$ cat src/rtl/control_unit_pkg.sv
// Shared encodings for the decode-stage main decoder: RV32 opcodes, ALU classes
// and the packed bundle of datapath control strobes.
package control_unit_pkg;

    localparam int unsigned OPC_W    = 7;
    localparam int unsigned FUNCT3_W = 3;
    localparam int unsigned ALUOP_W  = 2;

    localparam logic [OPC_W-1:0] OPC_R      = 7'b0110011;
    localparam logic [OPC_W-1:0] OPC_OPIMM  = 7'b0010011;
    localparam logic [OPC_W-1:0] OPC_LOAD   = 7'b0000011;
    localparam logic [OPC_W-1:0] OPC_STORE  = 7'b0100011;
    localparam logic [OPC_W-1:0] OPC_BRANCH = 7'b1100011;
    localparam logic [OPC_W-1:0] OPC_JALR   = 7'b1100111;
    localparam logic [OPC_W-1:0] OPC_JAL    = 7'b1101111;

    localparam logic [ALUOP_W-1:0] ALUOP_ADD    = 2'b00;
    localparam logic [ALUOP_W-1:0] ALUOP_BRANCH = 2'b01;
    localparam logic [ALUOP_W-1:0] ALUOP_FUNCT  = 2'b10;
    localparam logic [ALUOP_W-1:0] ALUOP_JUMP   = 2'b11;

    typedef struct packed {
        logic               branch;
        logic               reg_write;
        logic               mem_read;
        logic               mem_to_reg;
        logic [ALUOP_W-1:0] alu_op;
        logic               mem_write;
        logic               alu_src;
        logic               is_imm;
    } ctrl_t;

endpackage

$ cat src/rtl/control_unit_decode_comb.sv
// Pure combinational opcode/funct3 to control-strobe decoder; illegal flags
// unsupported opcodes and funct3 values that are reserved for the opcode.
module control_decode_comb
    import control_unit_pkg::*;
(
    input  logic [OPC_W-1:0]    opcode_i,
    input  logic [FUNCT3_W-1:0] funct3_i,
    output ctrl_t               ctrl_c_o,
    output logic                illegal_c_o
);

    // Strobes follow the opcode row even when funct3 makes the instruction illegal.
    always_comb begin
        ctrl_c_o    = '0;
        illegal_c_o = 1'b0;
        case (opcode_i)
            OPC_R: begin
                ctrl_c_o.reg_write = 1'b1;
                ctrl_c_o.alu_op    = ALUOP_FUNCT;
            end
            OPC_OPIMM: begin
                ctrl_c_o.reg_write = 1'b1;
                ctrl_c_o.alu_op    = ALUOP_FUNCT;
                ctrl_c_o.alu_src   = 1'b1;
                ctrl_c_o.is_imm    = 1'b1;
            end
            OPC_LOAD: begin
                ctrl_c_o.reg_write  = 1'b1;
                ctrl_c_o.mem_read   = 1'b1;
                ctrl_c_o.mem_to_reg = 1'b1;
                ctrl_c_o.alu_op     = ALUOP_ADD;
                ctrl_c_o.alu_src    = 1'b1;
                ctrl_c_o.is_imm     = 1'b1;
                illegal_c_o = (funct3_i == 3'b011) || (funct3_i == 3'b110) ||
                              (funct3_i == 3'b111);
            end
            OPC_STORE: begin
                ctrl_c_o.mem_write = 1'b1;
                ctrl_c_o.alu_op    = ALUOP_ADD;
                ctrl_c_o.alu_src   = 1'b1;
                illegal_c_o = (funct3_i > 3'b010);
            end
            OPC_BRANCH: begin
                ctrl_c_o.branch = 1'b1;
                ctrl_c_o.alu_op = ALUOP_BRANCH;
                illegal_c_o = (funct3_i == 3'b010) || (funct3_i == 3'b011);
            end
            OPC_JALR: begin
                ctrl_c_o.branch = 1'b1;
                ctrl_c_o.alu_op = ALUOP_JUMP;
                illegal_c_o = (funct3_i != 3'b000);
            end
            OPC_JAL: begin
                ctrl_c_o.branch = 1'b1;
                ctrl_c_o.alu_op = ALUOP_JUMP;
            end
            default: begin
                illegal_c_o = 1'b1;
            end
        endcase
    end

endmodule

$ cat src/rtl/control_unit.sv
// Decode-stage main decoder: combinational decode followed by one register
// stage so the strobes line up with the decode/execute boundary.
module control_unit
    import control_unit_pkg::*;
(
    input  logic                clk,
    input  logic                rst,
    input  logic [OPC_W-1:0]    opcode,
    input  logic [FUNCT3_W-1:0] funct3,
    output logic                branch,
    output logic                reg_write,
    output logic                mem_read,
    output logic                mem_to_reg,
    output logic [ALUOP_W-1:0]  alu_op,
    output logic                mem_write,
    output logic                alu_src,
    output logic                is_imm,
    output logic                illegal
);

    ctrl_t ctrl_d;
    ctrl_t ctrl_q;
    logic  illegal_d;
    logic  illegal_q;

    control_decode_comb u_decode (
        .opcode_i    (opcode),
        .funct3_i    (funct3),
        .ctrl_c_o    (ctrl_d),
        .illegal_c_o (illegal_d)
    );

    // Reset forces a NOP (all strobes clear) and wins over decode.
    always_ff @(posedge clk) begin
        if (rst) begin
            ctrl_q    <= '0;
            illegal_q <= 1'b0;
        end else begin
            ctrl_q    <= ctrl_d;
            illegal_q <= illegal_d;
        end
    end

    assign branch     = ctrl_q.branch;
    assign reg_write  = ctrl_q.reg_write;
    assign mem_read   = ctrl_q.mem_read;
    assign mem_to_reg = ctrl_q.mem_to_reg;
    assign alu_op     = ctrl_q.alu_op;
    assign mem_write  = ctrl_q.mem_write;
    assign alu_src    = ctrl_q.alu_src;
    assign is_imm     = ctrl_q.is_imm;
    assign illegal    = illegal_q;

endmodule

$ cat config.mk
export PLATFORM = sky130hd
export DESIGN_NAME = control_unit
export DESIGN_NICKNAME = d
export VERILOG_FILES = /design/src/rtl/control_unit_pkg.sv /design/src/rtl/control_unit_decode_comb.sv /design/src/rtl/control_unit.sv
export SDC_FILE = /design/constraint.sdc
export NUM_CORES = 1
export LEC_CHECK = 0
export CAP_MARGIN = 10
export CORE_AREA = 2 2 39 41
export DETAILED_ROUTE_END_ITERATION = 10
export DIE_AREA = 0 0 41 43
export GPL_TIMING_DRIVEN = 0
export PLACE_DENSITY_LB_ADDON = 0.05
export RECOVER_POWER = 25
export SYNTH_ARGS = -nofsm -noshare
export SYNTH_HDL_FRONTEND = slang
export SYNTH_SLANG_ARGS = --single-unit
export TNS_END_PERCENT = 1
$ cat constraint.sdc
create_clock -name clk -period 2.9 [get_ports clk]
set_input_delay 0.435 -clock clk [delete_from_list [all_inputs] [get_ports clk]]
set_output_delay 0.435 -clock clk [all_outputs]
set_load 0.05 [all_outputs]
class_map.png
Bar = 10 microns.
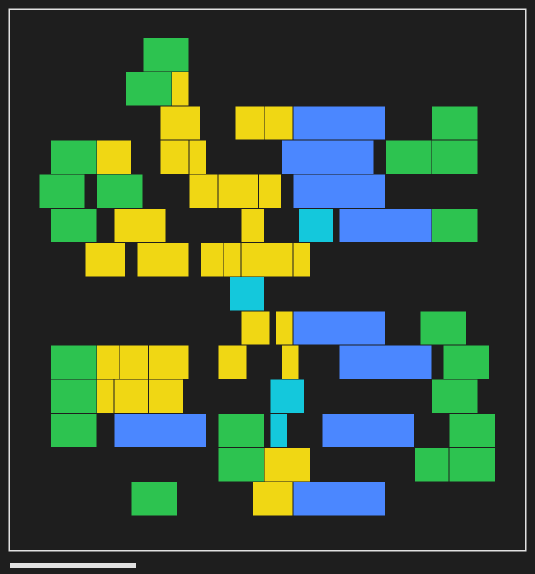
| colour | class | cells | share of their area |
|---|---|---|---|
| cyan | clock drivers and dummy loads | 4 | 4.2% |
| yellow | remaining logic cells | 30 | 32% |
| green | remaining buffers and delay cells | 22 | 35% |
| blue | registers | 9 | 29% |

clock_wires.png
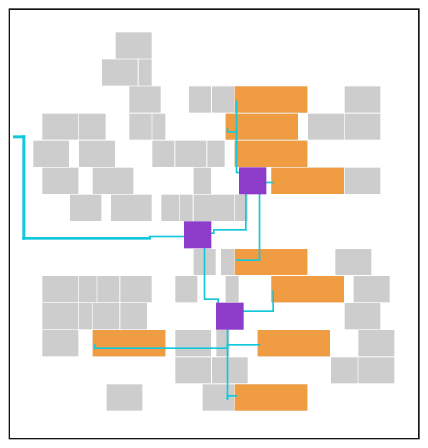
[cyan] clock wires | length: 98.4 microns
[orange] flip-flops | count: 9
[purple] clock-net drivers | count: 3
routed clock nets: 4

m1.png
Supply wires on this layer in grey. Cells faint in the background.
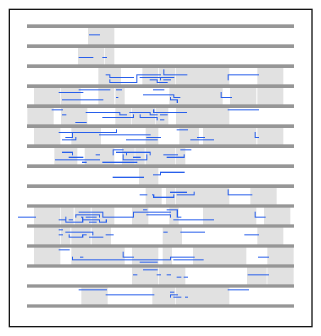
longest straight run: 13.3 microns
nets with wire on the layer: 56

clock_nets.png
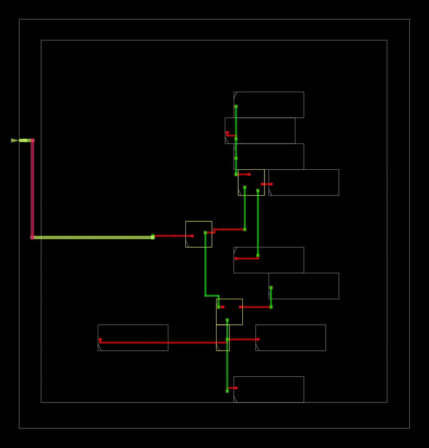
Seq Cell Count: 9
Clk power: 89.5 uW
CTS Buf Count: 3

[routing by layer]
layer | vias to the layer above | share of wire
met5 | - | 0
met1 | 149 | 0.42
met3 | 2 | 0.098
met4 | 0 | 0.014
met2 | 17 | 0.47
li1 | 201 | -
[synth_stat cells]
cell type / n
inv_1: 1
o211ai_1: 1
buf_4: 1
a21oi_2: 1
nand2_1: 1
nand3b_1: 1
nor3_2: 1
nor4b_1: 1
nor2_1: 5
and2b_1: 1
nand4b_1: 1
nor3_1: 4
a22o_1: 1
nor2b_1: 2
or3_4: 2
nor4_1: 2
dfxtp_1: 9
nand2b_1: 3
a2111o_1: 1
o31a_1: 1
[power by group]
part | leakage, nW | internal (mW) | switching [mW] | total, mW
clock network | 0.0150 | 0.0526 | 0.0370 | 0.0895
logic | 0.145 | 0.0237 | 0.0229 | 0.0466
registers | 0.0729 | 0.126 | 0.000446 | 0.126
[sequential cells by signal, indices dropped and copies added, names as in the netlist]
register,cells
illegal,1
is_imm,1
branch,1
mem_write,1
alu_op,2
reg_write,1
alu_src,1
mem_read,1
[final timing paths]
path | startpoint | end | slack (ns) | depth (start not counted)
min | opcode[4] | mem_read | 0.88 | 2
max | mem_read | mem_to_reg | 1.01 | 2
[placed cells by master (no fill, tap or decap), types with 2 or more instances in the layout]
| master | synthesis | routed |
|---|---|---|
| clkdlybuf4s50_1 | 0 | 19 |
| dfxtp_1 | 9 | 9 |
| nor2_1 | 5 | 5 |
| nor3_1 | 4 | 4 |
| nand2b_1 | 3 | 3 |
| clkbuf_4 | 0 | 3 |
| or3_4 | 2 | 2 |
| nor4_1 | 2 | 2 |
| nor2b_1 | 2 | 2 |
| dlygate4sd3_1 | 0 | 2 |
[cells by family after synthesis]
group,synth area share
simple gates,0.390
compound gates,0.116
buf+inv,0.0290
flops,0.465
[worst max-delay path, delay by kind of cell (launching register included)]
family | cells | cell delay (ns)
buffers and inverters | 2 | 0.88
flip-flops | 1 | 0.32
[final cells by class]
cell class,count,area [sq um]
Inverter,1,3.75
Fill cell,141,739
Buffer,1,7.51
Sequential cell,9,180
Tap cell,16,20.0
Clock buffer,4,26.3
Multi-Input combinational cell,29,196
Timing Repair Buffer,21,210
[metrics by stage]
step,setup WS (ns),instances,area [sq um]
3_3_place_gp,1.00,77,618
6_report,1.01,81,644
3_5_place_dp,1.01,77,618
2_1_floorplan,1.53,40,388
4_1_cts,0.997,81,644
5_1_grt,0.943,81,644
==> Changelog: implementation <==
### Changed

- Flops out of synthesis: 9
- Max VDD drop: 0.000219 V
- Cell Area, Synth: 388 sq um
- Max incr delay on CP: 0.78 ns
- Largest area contributor in the netlist: dfxtp_1
- Vias: 369
- Total cells reported by yosys after synthesis: 40
- Row cnt: 14
- Grt met2 use: 0.153
- Crit-path cells: buf_4 > clkdlybuf4s50_1
- Final hold slack: 0.885 ns
- P_leak: 0.233 nW
- Top cells, area: dfxtp_1, or3_4, nor3_1
- Clk Tree Root Cell: clkbuf_4
- Core area: 1380 sq um
- Clock buffer depth: 2
- Drt initial violations: 1
- Final wirelength: 691 microns
- Fp util: 0.280
- Post-CTS Resized: 0
- Vias in the first global route: 305
- Area growth syn-to-layout: 66.1%
- Avg Cell Area, Syn: 9.70 sq um
- Status: finished clean
- Finish-stage setup viols: 0
- Post-layout period usage: 0.651
- Grt total ovfl: 0
- Hold Crit Class: in2reg
- Worst Setup End Kind: output port
- Least-Margin Pin Slew: 0.498 ns
- Hold Fails Final Rpt: 0
- Area share, top type: 0.465
- Busiest grt layer: met2
- Final ANT Viol Nets: 0
- First-pass GRT wire length: 1150 microns
- Die width: 41 microns
- Cell Pwr Density: 407 nW/um^2
- Initial antenna violation count: 0
- Max Cap Violations: 0
- Pins over their slew limit: 0
- Pin count of the biggest net entering global routing: 8
- Number of OpenROAD warnings: 26
- Mapped Cells: 40
- Hold_buf cts: 0
- Num ports: 22
- GP Congestion: 0.736
- Vias/cell: 4.56
- Clk sinks: 9
- Fin nets: 78
- Net Count, Synth: 52
- Yosys chip area: 388 sq um
- Synth warn: 0
- Min Tclk post-route: 1.89 ns
- Post-layout util: 0.466
- Max Freq: 530 MHz
- Synth unique cells: 20
- Chip area: 1760 sq um
- Fin Setup TNS: 0 ns
- # Post-CTS Setup Buffers: 0
- DR WL/cell: 8.53 microns
- Relative slew slack: 0.667
- CP Data Arrival Time: 1.45 ns
- Met3 Use GR: 0.0524
- CTS tree: built
- RSZ-0062 raised after global routing: false
- Die height: 43 microns
- # DRC: 0
- Crit path max fanout: 2
- Port Buf Inserts: 21
- Fraction of final layout cells with drive strength greater than 1: 0.123
- CTS clock-pin slew for the worst setup and hold paths: 0.06 ns
- M1 GR Usage: 0.0971
- Slowest-stage cell, CP: clkdlybuf4s50_1
- Synth Seq Share: 0.465
- GRT Total Usage: 0.102
- Total design power: 262 uW
- Worst setup path class: reg2out
- N_diodes: 0
- DP HPWL: 602 microns
- CTS HTree Levels: 1
- CP Launch Type: register
- DR pass1 iterations: 2
- Worst path required time: 2.47 ns
No activity file was given, so power comes from the tool's default toggle rates.
